`src/rtl/up_down_counter_pkg.sv`:
```
// Shared constants for the up/down counter slice: default width,
// direction encoding and a helper giving the all-ones count for a width.
package up_down_counter_pkg;

    // Default counter width in bits
    localparam int DEFAULT_WIDTH = 4;

    // Direction encoding on the up_down input
    localparam logic DIR_UP   = 1'b1;
    localparam logic DIR_DOWN = 1'b0;

    // Largest representable count for a given width (2^width - 1).
    // Built by shifting ones in so width=64 does not overflow.
    function automatic logic [63:0] max_value(input int width);
        logic [63:0] result;
        result = '0;
        for (int i = 0; i < width && i < 64; i++) begin
            result[i] = 1'b1;
        end
        return result;
    endfunction

endpackage

```
`src/rtl/up_down_counter_next.sv`:
```
// Combinational next-count logic for up_down_counter.
// Default build wraps modulo 2^WIDTH; with UP_DOWN_COUNTER_SAT_EN defined
// the count holds at the all-ones value going up and at zero going down.
module up_down_counter_next
    import up_down_counter_pkg::*;
#(
    parameter int WIDTH = DEFAULT_WIDTH
) (
    input  logic [WIDTH-1:0] count,
    input  logic             up_down,
    output logic [WIDTH-1:0] count_next
);

    localparam logic [WIDTH-1:0] MAX_COUNT = WIDTH'(max_value(WIDTH));
    localparam logic [WIDTH-1:0] MIN_COUNT = '0;
    localparam logic [WIDTH-1:0] ONE       = WIDTH'(1);

    logic [WIDTH-1:0] count_inc;
    logic [WIDTH-1:0] count_dec;

    // Carry/borrow are dropped by the WIDTH-bit result, giving modulo wrap
    assign count_inc = count + ONE;
    assign count_dec = count - ONE;

    // Select the step direction and apply the end-of-range policy
    always_comb begin
        count_next = count;
        if (up_down == DIR_UP) begin
`ifdef UP_DOWN_COUNTER_SAT_EN
            count_next = (count == MAX_COUNT) ? count : count_inc;
`else
            count_next = count_inc;
`endif
        end else begin
`ifdef UP_DOWN_COUNTER_SAT_EN
            count_next = (count == MIN_COUNT) ? count : count_dec;
`else
            count_next = count_dec;
`endif
        end
    end

endmodule

```
`src/rtl/up_down_counter.sv`:
```
// Synchronous binary up/down counter with direction select and
// synchronous active-high reset. Steps once per clock edge, no enable.
// Optional macro UP_DOWN_COUNTER_SAT_EN selects saturating instead of
// wrap-around counting (handled inside up_down_counter_next).
module up_down_counter
    import up_down_counter_pkg::*;
#(
    parameter int               WIDTH       = DEFAULT_WIDTH,
    parameter logic [WIDTH-1:0] RESET_VALUE = '0
) (
    input  logic             clk,
    input  logic             reset,
    input  logic             up_down,
    output logic [WIDTH-1:0] counter
);

    logic [WIDTH-1:0] counter_reg;
    logic [WIDTH-1:0] counter_next;

    up_down_counter_next #(
        .WIDTH (WIDTH)
    ) u_next (
        .count      (counter_reg),
        .up_down    (up_down),
        .count_next (counter_next)
    );

    // Count register; reset takes priority over the direction input
    always_ff @(posedge clk) begin
        if (reset) begin
            counter_reg <= RESET_VALUE;
        end else begin
            counter_reg <= counter_next;
        end
    end

    // Output comes straight from the register, no combinational path
    assign counter = counter_reg;

endmodule

```
`config.mk`:
```
export PLATFORM = sky130hd
export DESIGN_NAME = up_down_counter
export DESIGN_NICKNAME = d
export VERILOG_FILES = /design/src/rtl/up_down_counter_pkg.sv /design/src/rtl/up_down_counter_next.sv /design/src/rtl/up_down_counter.sv
export SDC_FILE = /design/constraint.sdc
export NUM_CORES = 1
export LEC_CHECK = 0
export ABC_AREA = 0
export CORE_AREA = 2 2 39 41
export CTS_BUF_LIST = sky130_fd_sc_hd__clkbuf_8
export DETAILED_ROUTE_END_ITERATION = 8
export DIE_AREA = 0 0 41 43
export PLACE_DENSITY = 0.41
export SKIP_LAST_GASP = 1
export SLEW_MARGIN = 20
export SYNTH_ARGS = -nofsm -noshare
export SYNTH_HDL_FRONTEND = slang
export SYNTH_SLANG_ARGS = --single-unit
```
`constraint.sdc`:
```
create_clock -name clk -period 1.3 [get_ports clk]
set_clock_uncertainty 0.05 [all_clocks]
set_input_delay 0.195 -clock clk [delete_from_list [all_inputs] [get_ports clk]]
set_output_delay 0.195 -clock clk [all_outputs]
set_load 0.005 [all_outputs]
```
==> results_dict.tcl, run 1 <==
# collected from the flow reports
set metrics [dict create \
    drcViolationCount 0 \
    total_leakage_power_nw 0.1702 \
    timing.hold.worst_path_depth 1 \
    synth.distinct_cells 11 \
    cell_internal_pwr_w 0.0004481 \
    grt_pass1_vias 198 \
    critical_path.endpoint "counter[1]" \
    chip_area_sq_um 1763 \
    cts_tree "done" \
    period_minus_slack_ns 1.095 \
    mostFrequentLayoutCells "sky130_fd_sc_hd__clkbuf_8, sky130_fd_sc_hd__dfxtp_1, sky130_fd_sc_hd__dlygate4sd2_1" \
    total_routed_wire_length_on_the_met1_layer_um 143 \
    syn-num-nets 24 \
    detail_route.wl_per_cell_um 8.244 \
    initialDrtViolationCount 0 \
    ioPinCount 7 \
    clock_group_power_w 0.000261 \
    critical_path.reg2reg.startpoint "counter[1]" \
    cp-end-kind "register" \
    post_synth_most_frequent_cells "sky130_fd_sc_hd__dfxtp_1, sky130_fd_sc_hd__ha_1, sky130_fd_sc_hd__nand3_1, sky130_fd_sc_hd__nor2_1, sky130_fd_sc_hd__xnor2_1" \
    slowest_delay_ns 0.44 \
    worst_slack_ns 0.2046 \
    seqPwrFrac_pct 28.0 \
    yosys.area.top_type "sky130_fd_sc_hd__dfxtp_1" \
    post_synth_main_area_contributors "sky130_fd_sc_hd__dfxtp_1, sky130_fd_sc_hd__ha_1, sky130_fd_sc_hd__fa_1" \
    die_x_um 41 \
    final_net_count 37 \
    detailroute.via_count 163 \
    synth_warnings 0 \
    synth-seq-area-share_pct 41.83 \
    power_density_nw_per_um2 1694 \
    mux_area_share_pct 0 \
    grt_setup_unrepaired "false" \
    top_signal_layer_used "met4" \
    clk_latency_ns 0.21 \
    syn_avg_cell_area_sq_um 10.64 \
    period_used_pct 84.26 \
    synthFlopType "sky130_fd_sc_hd__dfxtp_1" \
    min-delay-start "counter[0]" \
    synth.logic.top_family "adder cells" \
    achievable-frequency_mhz 912.9 \
    worst-setup-path-type "reg2reg" \
    setup.reg_to_reg.worst_slack_ns 0.20 \
    critPathArrivalTime_ns 1.15 \
    hold_critical_path_endpoint "counter[0]" \
    totalWireLength_um 371 \
    cts_inserted_buffers 3 \
    area_growth_syn_to_layout_pct 82.35 \
    postSynth.asyncResetShare_pct 0 \
    ir_drop_worst_vdd_v 0.0003930 \
    die-height_um 43 \
    final.setup.tns_ns 0 \
    drive_above_1_share_pct 37.93 \
    rr_endpoint "counter[1]" \
    final_setup_vio_count 0 \
    placement.io_buffers 6 \
    switching_share_pct 24.24 \
    path_max_fanout 3 \
    enable_flop_cells 0 \
    ys_sh_xor_pct 9.150 \
    finalHoldViolations 0 \
    grt_antenna_before_repair 0 \
    cts.sink_count 4 \
    post-cts-setup-buffer-count 0 \
    comb-power_w 0.000165 \
    aoi_share_pct 11.11 \
    cap_viol_max_count 0 \
    clk_pin_slew_worst_paths_ns 0.03 \
    status "complete, no violations" \
    critPathRequiredTime_ns 1.35 \
    power_switching_w 0.0001434 \
    worstSetupStartpointType "register" \
    htreeDepth 1 \
    grt_pass1_wl_um 738 \
    timing.final.max_slew_violations 0 \
    critical-path-slowest-cell "sky130_fd_sc_hd__fa_2" \
    met1_use_gr_pct 6.731 \
    simple_gate_area_share_pct 12.42 \
    largest_register_ffs 4 \
    syn_inst 18 \
    synth-seq-cells 4 \
    rows 14 \
    globalRoute.totalOverflow 0 \
    met2_usage_pct 8.438 \
    vias_per_cell 3.622 \
    powerSeq_w 0.000166 \
    worst-slew-pin-transition_ns 0.1781 \
    cts_hold_buffers 0 \
    finalWeightedCongestion 0.6158 \
    warnings 27 \
    min_delay_path_class "reg2reg" \
    hpwlAfterDp_um 307.7 \
    ys_cells 18 \
    grt_util_met3_pct 4.712 \
    max_slew_headroom_at_the_worst_pin_pct 88.04 \
    r2r.worst_path.cells 2 \
    netlist_area_sq_um 191.4 \
    fp.coreArea_sq_um 1384 \
    ys_area_sq_um 191.4 \
    power.largest_group "the clock network" \
    busiest_layer "met4" \
    critical_path.startpoint "counter[1]" \
    pin_count_of_the_biggest_net_entering_global_routing 5 \
    floorplan.initialDensity_pct 13.83 \
    power.share.combinational_pct 27.9 \
    cts.repair.resized 8 \
    post-synth-top-count-cell "sky130_fd_sc_hd__dfxtp_1" \
    power.share.clock_pct 44.1 \
    firstDrtPassIters 1 \
    antenna_violating_nets_post_route 0 \
    critical_path.cell_chain "fa_2, nor2b_1" \
    yosys.area.top_type_share_pct 41.83 \
    dp_slack_ns -0.3921 \
    n_antenna_cell 0 \
    clock-root-buffer "sky130_fd_sc_hd__clkbuf_8" \
    met2WireLength_um 196 \
    max-clock-path-buffers 2 \
    grt_usage_pct 7.222 \
    ys_sh_adder_pct 23.53 \
    detailroute.wirelength.met3_um 13 \
]
==> run 1: final cells by class <==
cell class,instances,area [sq um]
well taps,16,20.02
repair buffers,8,76.32
multi-input cells,13,126.4
clock buffers,3,41.29
inverters,1,3.754
flip-flops and latches,4,81.33
fillers,150,1035
==> run 1: metrics by stage <==
stage	instances	hold slack (ns)	area [sq um]	power (W)	utilization [%]
global placement	42	0.4210	286.5	0.0003239	20.71
finish	45	0.3982	349.1	0.0005914	25.23
floorplan	18	0.2074	191.4	0.0002448	-
CTS	45	0.4127	344.1	0.0006062	24.86
detailed placement	42	0.4359	286.5	0.0003266	20.71
global route	45	0.4333	349.1	0.0006386	25.23
==> run 1: critical path, delay by kind of cell (launching register included) <==
family,cells,cell delay (ns)
fa+ha+maj,1,0.44
flops,1,0.35
simple gates,1,0.13
### Wiring heat map, run 1

Scale bar: 10 um. The die is cut into 8 by 9 equal tiles; white is low, dark blue is high, scaled to the fullest tile. Values are wire area over tile area, all layers added.
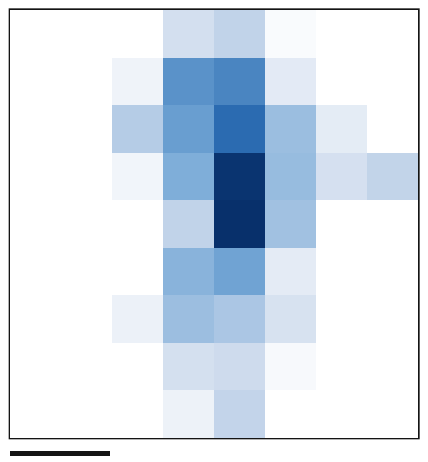
densest ninth of the die	middle
tiles over half the peak	9.7%
emptiest ninth of the die	left middle
mean over tiles	0.034

### Clock distribution, run 1

Scale bar: 10 um.
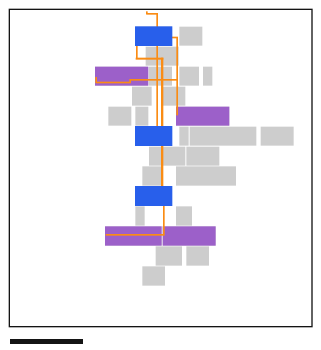
[clock wires] orange | length: 89.0 um
[clock drivers] blue | count: 3
[flip-flops] purple | count: 4
routed clock nets	4

### Wiring by layer, run 1

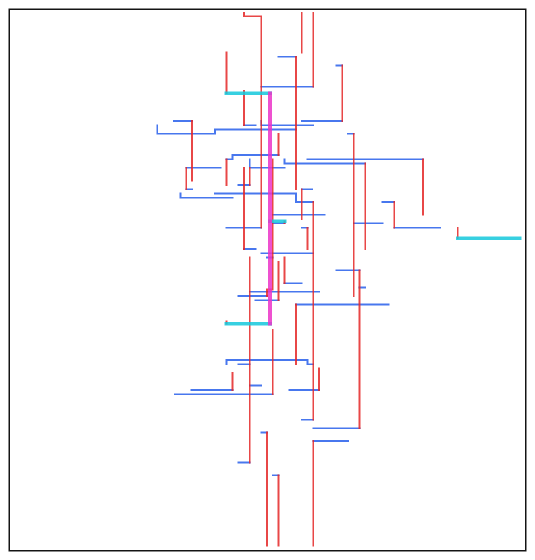
layer	colour	wire length
metal 4	magenta	18.4 um
metal 2	red	196 um
metal 3	cyan	13.0 um
metal 1	blue	144 um

### The clock network, run 1

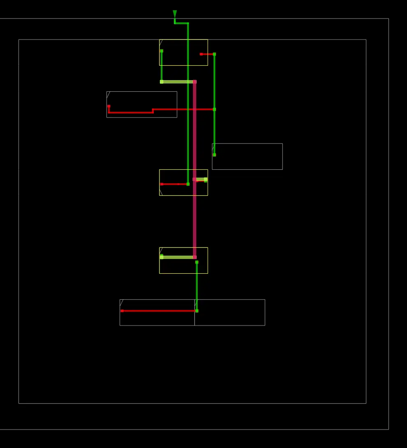

--- run 2 (diff from run 1) ---
==> constraint.sdc (replaced) <==
create_clock -name clk -period 1.1 [get_ports clk]
set_clock_uncertainty 0.05 [all_clocks]
set_input_delay 0.165 -clock clk [delete_from_list [all_inputs] [get_ports clk]]
set_output_delay 0.165 -clock clk [all_outputs]
set_load 0.005 [all_outputs]
### The clock network, run 2

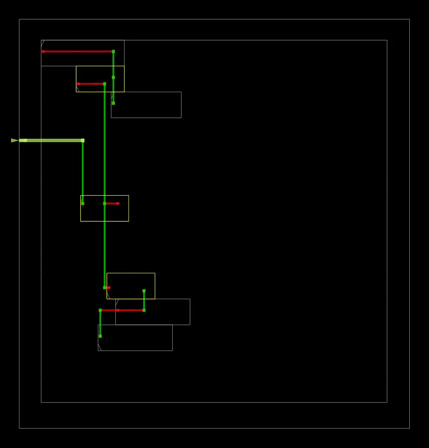
flip-flop and latch count: 4
Clock Latency Late Sink: 0.21 ns

### Port wiring, run 2

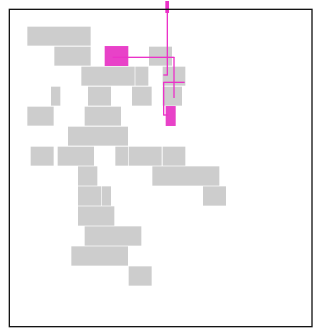
port	colour	bits	direction	end cells	buffers	wire
up_down	magenta	1	input	2	2	30.4 um

### Wiring heat map, run 2

Scale bar: 10 um. The die is cut into 8 by 9 equal tiles; white is low, dark blue is high, scaled to the fullest tile. Values are wire area over tile area, all layers added.
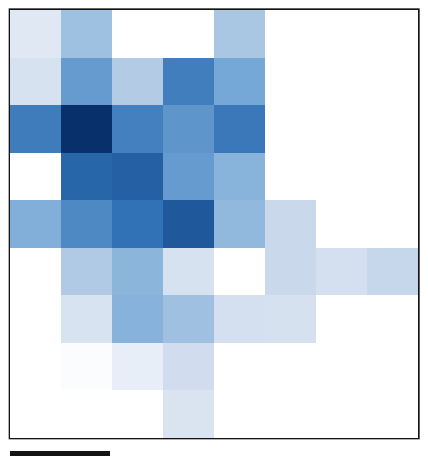
total number of vias: 162
routed wire length per instance: 8.800 um
routed wire length: 396 um
Tot GR Track Use: 6.030%

==> results_dict.tcl, run 2 <==
# collected from the flow reports
set metrics [dict create \
    status "complete, no violations" \
    met2_usage_pct 8.438 \
    placement.io_buffers 6 \
    critPathRequiredTime_ns 1.19 \
    clock_group_power_w 0.000294 \
    drive_above_1_share_pct 48.28 \
    simple_gate_area_share_pct 12.42 \
    detailed_place.area_sq_um 302.8 \
    critPathBufInv 0 \
    power.largest_group "the clock network" \
    syn_inst 18 \
    comb-power_w 0.000196 \
    synth_warnings 0 \
    synthFlopType "sky130_fd_sc_hd__dfxtp_1" \
    postLayoutCoreUtil_pct 25.59 \
    period_used_pct 99.41 \
    post_synth_main_area_contributors "sky130_fd_sc_hd__dfxtp_1, sky130_fd_sc_hd__ha_1, sky130_fd_sc_hd__fa_1" \
    cts_tree "done" \
    ioPinCount 7 \
    worst_slack_ns 0.006519 \
    aoi_share_pct 11.11 \
    globalRoute.totalOverflow 0 \
    initialDrtViolationCount 0 \
    critPathArrivalTime_ns 1.19 \
    critical-path-slowest-cell "sky130_fd_sc_hd__fa_2" \
    powerSeq_w 0.000202 \
    largest_register_ffs 4 \
    grt_setup_unrepaired "true" \
    power_density_nw_per_um2 1955 \
    worst-slew-pin-transition_ns 0.2196 \
    post-synth-top-count-cell "sky130_fd_sc_hd__dfxtp_1" \
    area_growth_syn_to_layout_pct 84.97 \
    firstDrtPassIters 1 \
    clk_pin_slew_worst_paths_ns 0.03 \
    critical_path.reg2reg.startpoint "counter[0]" \
    grt_pass1_wl_um 655 \
    busiest_layer "met2" \
    vias_per_cell 3.600 \
    dp.cells 42 \
    worst-setup-path-type "reg2reg" \
    htreeDepth 1 \
    ys_cells 18 \
    max_slew_headroom_at_the_worst_pin_pct 85.31 \
    post-cts-setup-buffer-count 0 \
    ys_area_sq_um 191.4 \
    finalHoldViolations 0 \
    yosys.area.top_type_share_pct 41.83 \
    finalHoldWorstSlack_ns 0.3872 \
    die_x_um 41 \
    ir_drop_worst_vdd_v 0.0006553 \
    seqPwrFrac_pct 29.1 \
    total_routed_wire_length_on_the_met1_layer_um 164 \
    switching_share_pct 23.39 \
    power.share.clock_pct 42.5 \
    min_delay_path_class "reg2reg" \
    path_max_fanout 4 \
    p_total_w 0.0006924 \
    fp.coreArea_sq_um 1384 \
    hpwlAfterDp_um 336.1 \
    final_area_sq_um 354.1 \
    critical_path.startpoint "counter[0]" \
    n_antenna_cell 0 \
    syn_avg_cell_area_sq_um 10.64 \
    netlist_area_sq_um 191.4 \
    grt_util_met3_pct 1.571 \
    mostFrequentLayoutCells "sky130_fd_sc_hd__dlygate4sd2_1, sky130_fd_sc_hd__clkbuf_8" \
    ys_sh_adder_pct 23.53 \
    rows 14 \
    synth-seq-area-share_pct 41.83 \
    mux_area_share_pct 0 \
    met1_use_gr_pct 5.806 \
    enable_flop_cells 0 \
    period_minus_slack_ns 1.093 \
    power.share.combinational_pct 28.4 \
    ys_sh_xor_pct 9.150 \
    grt_pass1_vias 175 \
    timing.critical_path.max_delay_family "adder cells" \
    chip_area_sq_um 1763 \
    cp-end-kind "register" \
    timing.final.max_slew_violations 0 \
    cts_hold_buffers 0 \
    top_signal_layer_used "met3" \
    cap_viol_max_count 0 \
    critical_path.cell_chain "fa_2, nor2b_4" \
    final_net_count 37 \
    floorplan.initialDensity_pct 13.83 \
    slowest_delay_ns 0.51 \
    layout.cells.non_filler 45 \
    syn-num-nets 24 \
    detailroute.wirelength.met3_um 14 \
    grt_antenna_before_repair 0 \
    max-clock-path-buffers 2 \
    clock-root-buffer "sky130_fd_sc_hd__clkbuf_8" \
    cts_inserted_buffers 3 \
    final.setup.tns_ns 0 \
    synth-seq-cells 4 \
    antenna_violating_nets_post_route 0 \
    final_setup_vio_count 0 \
    total_leakage_power_nw 0.1541 \
    dp_slack_ns -0.4796 \
    power_switching_w 0.0001620 \
]
==> run 2: final cells by class <==
| cell class | count | area (sq um) |
|---|---|---|
| clock buffers | 3 | 41.29 |
| fillers | 151 | 1030 |
| inverters | 1 | 3.754 |
| multi-input cells | 13 | 133.9 |
| flip-flops and latches | 4 | 86.33 |
| well taps | 16 | 20.02 |
| repair buffers | 8 | 68.82 |
==> run 2: final timing paths <==
| path | slack, ns | end | depth (start not counted) |
|---|---|---|---|
| max reg2reg | 0.007 | counter[1] | 2 |
| min | 0.39 | counter[0] | 1 |
| max | 0.007 | counter[1] | 2 |
| min reg2reg | 0.39 | counter[0] | 1 |
Power figures rest on the tool's default switching activity, not on a simulated workload.
